===== config.mk =====
export PLATFORM = sky130hd
export DESIGN_NAME = cdc_mcp_arbiter_flat
export DESIGN_NICKNAME = d
export VERILOG_FILES = /design/src/rtl/cdc_mcp_arbiter_if.sv /design/src/rtl/cdc_mcp_arbiter.sv /design/src/flat_wrapper.sv
export SDC_FILE = /design/constraint.sdc
export NUM_CORES = 1
export LEC_CHECK = 0
export ABC_AREA = 0
export CORE_ASPECT_RATIO = 1.75
export CORE_MARGIN = 2
export CORE_UTILIZATION = 41
export CTS_CLUSTER_DIAMETER = 200
export DETAILED_ROUTE_END_ITERATION = 16
export PLACE_DENSITY = 0.8
export SLEW_MARGIN = 20
export SYNTH_ARGS = -nofsm -noshare
export SYNTH_HDL_FRONTEND = slang
export SYNTH_SLANG_ARGS = --single-unit

===== constraint.sdc =====
create_clock -name CLK_I -period 2.3 [get_ports CLK_I]
set_clock_uncertainty 0.05 [all_clocks]
set_input_delay 0.23 -clock CLK_I [delete_from_list [all_inputs] [get_ports CLK_I]]
set_output_delay 0.23 -clock CLK_I [all_outputs]
set_load 0.05 [all_outputs]

===== src/rtl/cdc_mcp_arbiter_if.sv =====
// Requester/channel bundle for the multi-cycle-path CDC source scheduler.
// Arbiter uses the slave view; the requester side uses the master view.
interface cdc_mcp_arbiter_if #(
   parameter int NUM_REQ    = 4,
   parameter int DATA_WIDTH = 8
);
   localparam int IDW = (NUM_REQ > 1) ? $clog2(NUM_REQ) : 1;

   logic [NUM_REQ-1:0]            REQ_I;
   logic [NUM_REQ*DATA_WIDTH-1:0] DATA_I;
   logic [NUM_REQ-1:0]            GNT_O;
   logic                          STA_O;
   logic [IDW+DATA_WIDTH-1:0]     DA_O;
   logic                          BUSY_O;

   modport master (
      output REQ_I, DATA_I,
      input  GNT_O, STA_O, DA_O, BUSY_O
   );

   modport slave (
      input  REQ_I, DATA_I,
      output GNT_O, STA_O, DA_O, BUSY_O
   );
endinterface


===== src/rtl/cdc_mcp_arbiter.sv =====
// Round-robin source scheduler for a shared toggle CDC channel.
// Spaces store pulses by GAP hold cycles so the far side always settles.
module cdc_mcp_arbiter #(
   parameter int NUM_REQ    = 4,
   parameter int DATA_WIDTH = 8,
   parameter int GAP        = 8
) (
   input logic               CLK_I,
   input logic               RST_NI,
   cdc_mcp_arbiter_if.slave  bus
);
   localparam int IDW = (NUM_REQ > 1) ? $clog2(NUM_REQ) : 1;
   localparam int GW  = (GAP > 1) ? $clog2(GAP) : 1;
   localparam logic [GW-1:0]  GAP_LD = GW'(GAP - 1);
   localparam logic [IDW:0]   NREQ   = (IDW+1)'(NUM_REQ);
   localparam logic [IDW-1:0] LAST   = IDW'(NUM_REQ - 1);

   generate
      if (GAP < 1 || NUM_REQ < 1) begin : g_bad_param
         $error("cdc_mcp_arbiter: GAP and NUM_REQ must be >= 1");
      end
   endgenerate

   typedef enum logic [1:0] {
      IDLE  = 2'd0,
      STORE = 2'd1,
      HOLD  = 2'd2
   } state_e;

   state_e                    state_q, state_d;
   logic [IDW-1:0]            ptr_q, ptr_d;
   logic [GW-1:0]             gap_q, gap_d;
   logic                      sta_q, sta_d;
   logic [NUM_REQ-1:0]        gnt_q, gnt_d;
   logic [IDW+DATA_WIDTH-1:0] da_q, da_d;
   logic                      busy_q, busy_d;

   logic [DATA_WIDTH-1:0] dat [NUM_REQ];
   logic                  found;
   logic [IDW-1:0]        win;
   logic [IDW:0]          sum;
   logic [IDW-1:0]        idx;

   always_comb begin
      for (int i = 0; i < NUM_REQ; i++) begin
         dat[i] = bus.DATA_I[i*DATA_WIDTH +: DATA_WIDTH];
      end
   end

   // Scan from ptr upward with wrap; first set request wins.
   always_comb begin
      found = 1'b0;
      win   = '0;
      sum   = '0;
      idx   = '0;
      for (int k = 0; k < NUM_REQ; k++) begin
         sum = {1'b0, ptr_q} + (IDW+1)'(k);
         if (sum >= NREQ) begin
            sum = sum - NREQ;
         end
         idx = sum[IDW-1:0];
         if (!found && bus.REQ_I[idx]) begin
            found = 1'b1;
            win   = idx;
         end
      end
   end

   always_comb begin
      state_d = state_q;
      ptr_d   = ptr_q;
      gap_d   = gap_q;
      sta_d   = 1'b0;
      gnt_d   = '0;
      da_d    = da_q;
      unique case (state_q)
         IDLE: begin
            if (found) begin
               state_d = STORE;
               sta_d   = 1'b1;
               gnt_d   = NUM_REQ'(1) << win;
               da_d    = {win, dat[win]};
               ptr_d   = (win == LAST) ? '0 : win + IDW'(1);
            end
         end
         STORE: begin
            state_d = HOLD;
            gap_d   = GAP_LD;
         end
         HOLD: begin
            if (gap_q == '0) begin
               state_d = IDLE;
            end else begin
               gap_d = gap_q - GW'(1);
            end
         end
         default: begin
            state_d = IDLE;
         end
      endcase
      busy_d = (state_d != IDLE);
   end

   always_ff @(posedge CLK_I or negedge RST_NI) begin
      if (!RST_NI) begin
         state_q <= IDLE;
         ptr_q   <= '0;
         gap_q   <= '0;
         sta_q   <= 1'b0;
         gnt_q   <= '0;
         da_q    <= '0;
         busy_q  <= 1'b0;
      end else begin
         state_q <= state_d;
         ptr_q   <= ptr_d;
         gap_q   <= gap_d;
         sta_q   <= sta_d;
         gnt_q   <= gnt_d;
         da_q    <= da_d;
         busy_q  <= busy_d;
      end
   end

   assign bus.STA_O  = sta_q;
   assign bus.GNT_O  = gnt_q;
   assign bus.DA_O   = da_q;
   assign bus.BUSY_O = busy_q;
endmodule


===== src/flat_wrapper.sv =====
// flat-port wrapper written by rule: the top's interface ports become plain ports
module cdc_mcp_arbiter_flat 
#(
   parameter int NUM_REQ    = 4,
   parameter int DATA_WIDTH = 8,
   parameter int GAP        = 8
)
  (CLK_I, RST_NI, bus_REQ_I, bus_DATA_I, bus_GNT_O, bus_STA_O, bus_DA_O, bus_BUSY_O);
  cdc_mcp_arbiter_if #(.NUM_REQ(NUM_REQ), .DATA_WIDTH(DATA_WIDTH)) bus_i ();
  input logic CLK_I;
  input logic RST_NI;
  input wire logic [$bits(bus_i.REQ_I)-1:0] bus_REQ_I;
  input wire logic [$bits(bus_i.DATA_I)-1:0] bus_DATA_I;
  output wire logic [$bits(bus_i.GNT_O)-1:0] bus_GNT_O;
  output wire logic [$bits(bus_i.STA_O)-1:0] bus_STA_O;
  output wire logic [$bits(bus_i.DA_O)-1:0] bus_DA_O;
  output wire logic [$bits(bus_i.BUSY_O)-1:0] bus_BUSY_O;
  assign bus_i.REQ_I = bus_REQ_I;
  assign bus_i.DATA_I = bus_DATA_I;
  assign bus_GNT_O = bus_i.GNT_O;
  assign bus_STA_O = bus_i.STA_O;
  assign bus_DA_O = bus_i.DA_O;
  assign bus_BUSY_O = bus_i.BUSY_O;
  cdc_mcp_arbiter #(.NUM_REQ(NUM_REQ), .DATA_WIDTH(DATA_WIDTH), .GAP(GAP)) u_core (.CLK_I(CLK_I), .RST_NI(RST_NI), .bus(bus_i));
endmodule

sizes.png
Bar = 10 um.
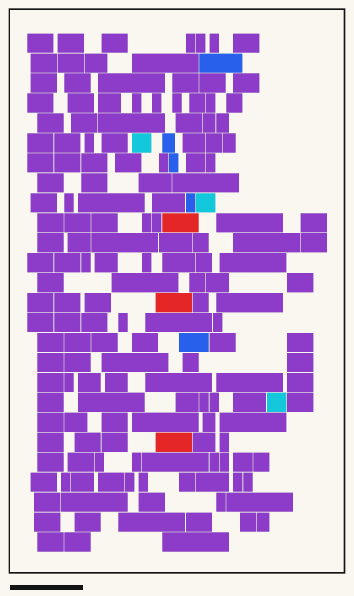
colour	size	cells	share	most used
cyan	_3 and _4 cells	3	1.7%	buf_4
red	_6 and larger	3	1.7%	clkbuf_8
blue	_2 cells	5	2.9%	inv_2
purple	_0 and _1 cells	161	94%	clkdlybuf4s50_1

clocks.png
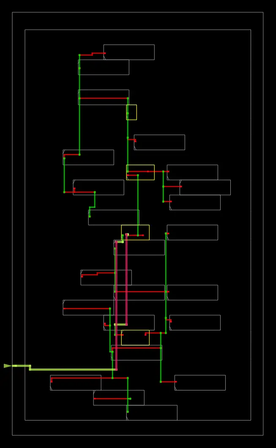
flop count: 23
clock latency on the worst-skew pair: 270 ps
Num CTS Buffers: 3
CLK BUF: 3
clock sinks: 23

detail.png
Window x 15 to 45, y 4 to 34 um. Cells in grey, sequential cells in the stronger grey; small squares are vias.
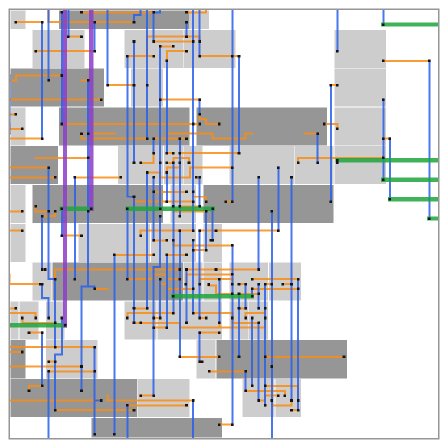
colour	layer
blue	metal 2
orange	metal 1
purple	metal 4
green	metal 3
cells with their middle in the window	42
sequential cells in the window	9
most frequent	dfrtp_1 (9), clkdlybuf4s50_1 (7), inv_1 (5)
netlist names of flops here include	`u_core.gap_q` (3), `u_core.bus.DA_O` (2), `u_core.bus.GNT_O` (2)

flops_by_reg.png
Bar = 10 um. Other sequential cells in the stronger grey, the rest of the logic in the fainter grey.
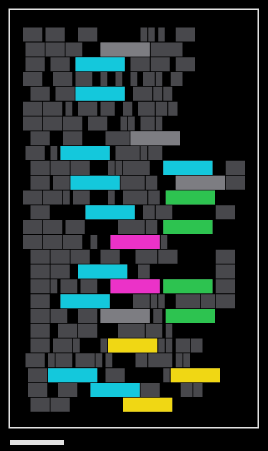
colour	signal	placed flops
magenta	`u_core.state_q`	2
green	`u_core.bus.GNT_O`	4
yellow	`u_core.gap_q`	3
cyan	`u_core.bus.DA_O`	10
register area: 576 um2
seq pwr: 724 uW

clk_routes.png
Bar = 10 um.
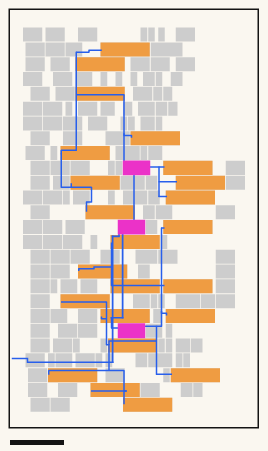
[magenta] clock drivers | count: 3
[orange] flip-flops | count: 23
[blue] clock wires | length: 287 um
routed clock nets	4

==> impl_metrics.tcl <==
# implementation run metrics
set metrics [dict create \
    num_vias 1103 \
    endpoint "u_core.bus.DA_O[7]" \
    total_power_mw 2.42 \
    finalNonFillerCells 200 \
    gp_congestion 0.718 \
    clkPwrFrac 0.105 \
    wl_met3_um 237 \
    grt_pass1_wl_um 5280 \
    ys_sh_aoi 0.149 \
    comb_area_um2 579 \
    layout.nets 217 \
    viasPerCell 5.52 \
    fp_util 0.427 \
    fp_nets 161 \
    fin_crit_ps 1880 \
    cap_violations 0 \
    drt_drc_violations_left 0 \
    fa_ha_area_frac 0.0608 \
    slowest_delay_ps 560 \
    simple_gate_area_frac 0.112 \
    synthTopCellsByArea "dfrtp_1 (47%), mux2i_1 (14%), ha_1 (6.1%)" \
    core-area_um2 2900 \
    powerDensity_nw_per_um2 1320 \
    yosys_area_um2 1230 \
    grtUsageMet3 0.0403 \
    mux_share 0.147 \
    setup_viol 0 \
    ys_seq_frac 0.466 \
    fp-row-count 26 \
    area_growth_pct 48.2 \
    timing.fmax_mhz 533 \
    final_cell_mix "clkdlybuf4s50_1 (53), dfrtp_1 (23), nand2_1 (17), mux2i_1 (17), inv_1 (9)" \
    status "finished clean" \
    pwr-share-seq 0.299 \
    period_used_share 0.816 \
    dr.pass1.iters 4 \
    fillers 245 \
    die_area_um2 3480 \
    max_slew_margin 0.657 \
    dominant-cell-class "combinational gates" \
    critPathLaunchType "input pin" \
    grt_max_degree 24 \
    arrival_ps 1960 \
    min_path_type "input pin to async pin" \
    utilization 0.632 \
    n_antenna_cell 0 \
    ys_types 27 \
    crit_start "bus_REQ_I[0]" \
    io_buffers 53 \
    ys_cells 117 \
    dr_wl_met2_um 1750 \
    top_cell_area_share 0.466 \
    ys.flops 23 \
    hold_viol 0 \
    largest_reg_flops 10 \
    p_leak_nw 0.862 \
    rsz0062_at_grt "false" \
    post-place-ws_ps 142 \
    cts_resized 0 \
    swShare 0.476 \
    layout.cells.most_common "clkdlybuf4s50_1" \
    crit_family "buffers and inverters" \
    inv_count 11 \
    ff2ff_path_depth 6 \
    grt-ovfl-total 0 \
    tns_ps 0 \
    reg2reg_slack_ps 520 \
    top_logic_kind "AND-OR/OR-AND gates" \
    cts_hold_buf 0 \
    cp_num_cells 7 \
    yosys.area_share.xor_xnor 0 \
    tap_cells 28 \
    dp_hpwl_um 2440 \
    synthCells 117 \
    drive_above_1_share 0.0640 \
    wl_um 3030 \
    worstMarginPinSlew_ps 513 \
    comb_share 0.316 \
    ir_drop_v 0.000908 \
    top_power_group "combinational logic" \
    place_area_um2 1780 \
    clkSlewWorstSetupHoldPaths_ps 90 \
    drt-met1-wl_um 1000 \
    wire_per_inst_um 15.1 \
]
[synth_stat cells]
| master | instances |
|---|---|
| dfrtp_1 | 23 |
| mux2i_1 | 17 |
| nand2_1 | 17 |
| inv_1 | 9 |
| o221ai_1 | 8 |
| ha_1 | 6 |
| nor2_1 | 5 |
| and2_1 | 4 |
| nand2b_1 | 4 |
| a21oi_1 | 3 |
| clkbuf_1 | 2 |
| inv_2 | 2 |
| o21ai_0 | 2 |
| o22a_1 | 2 |
| a211o_1 | 1 |
| a22o_1 | 1 |
| a22oi_1 | 1 |
| a31oi_1 | 1 |
| buf_2 | 1 |
| buf_6 | 1 |
| buf_8 | 1 |
| mux2_2 | 1 |
| nor4_1 | 1 |
| o211ai_1 | 1 |
| o22ai_1 | 1 |
| o32a_1 | 1 |
| o41ai_2 | 1 |
Power and IR drop assume default switching activity.
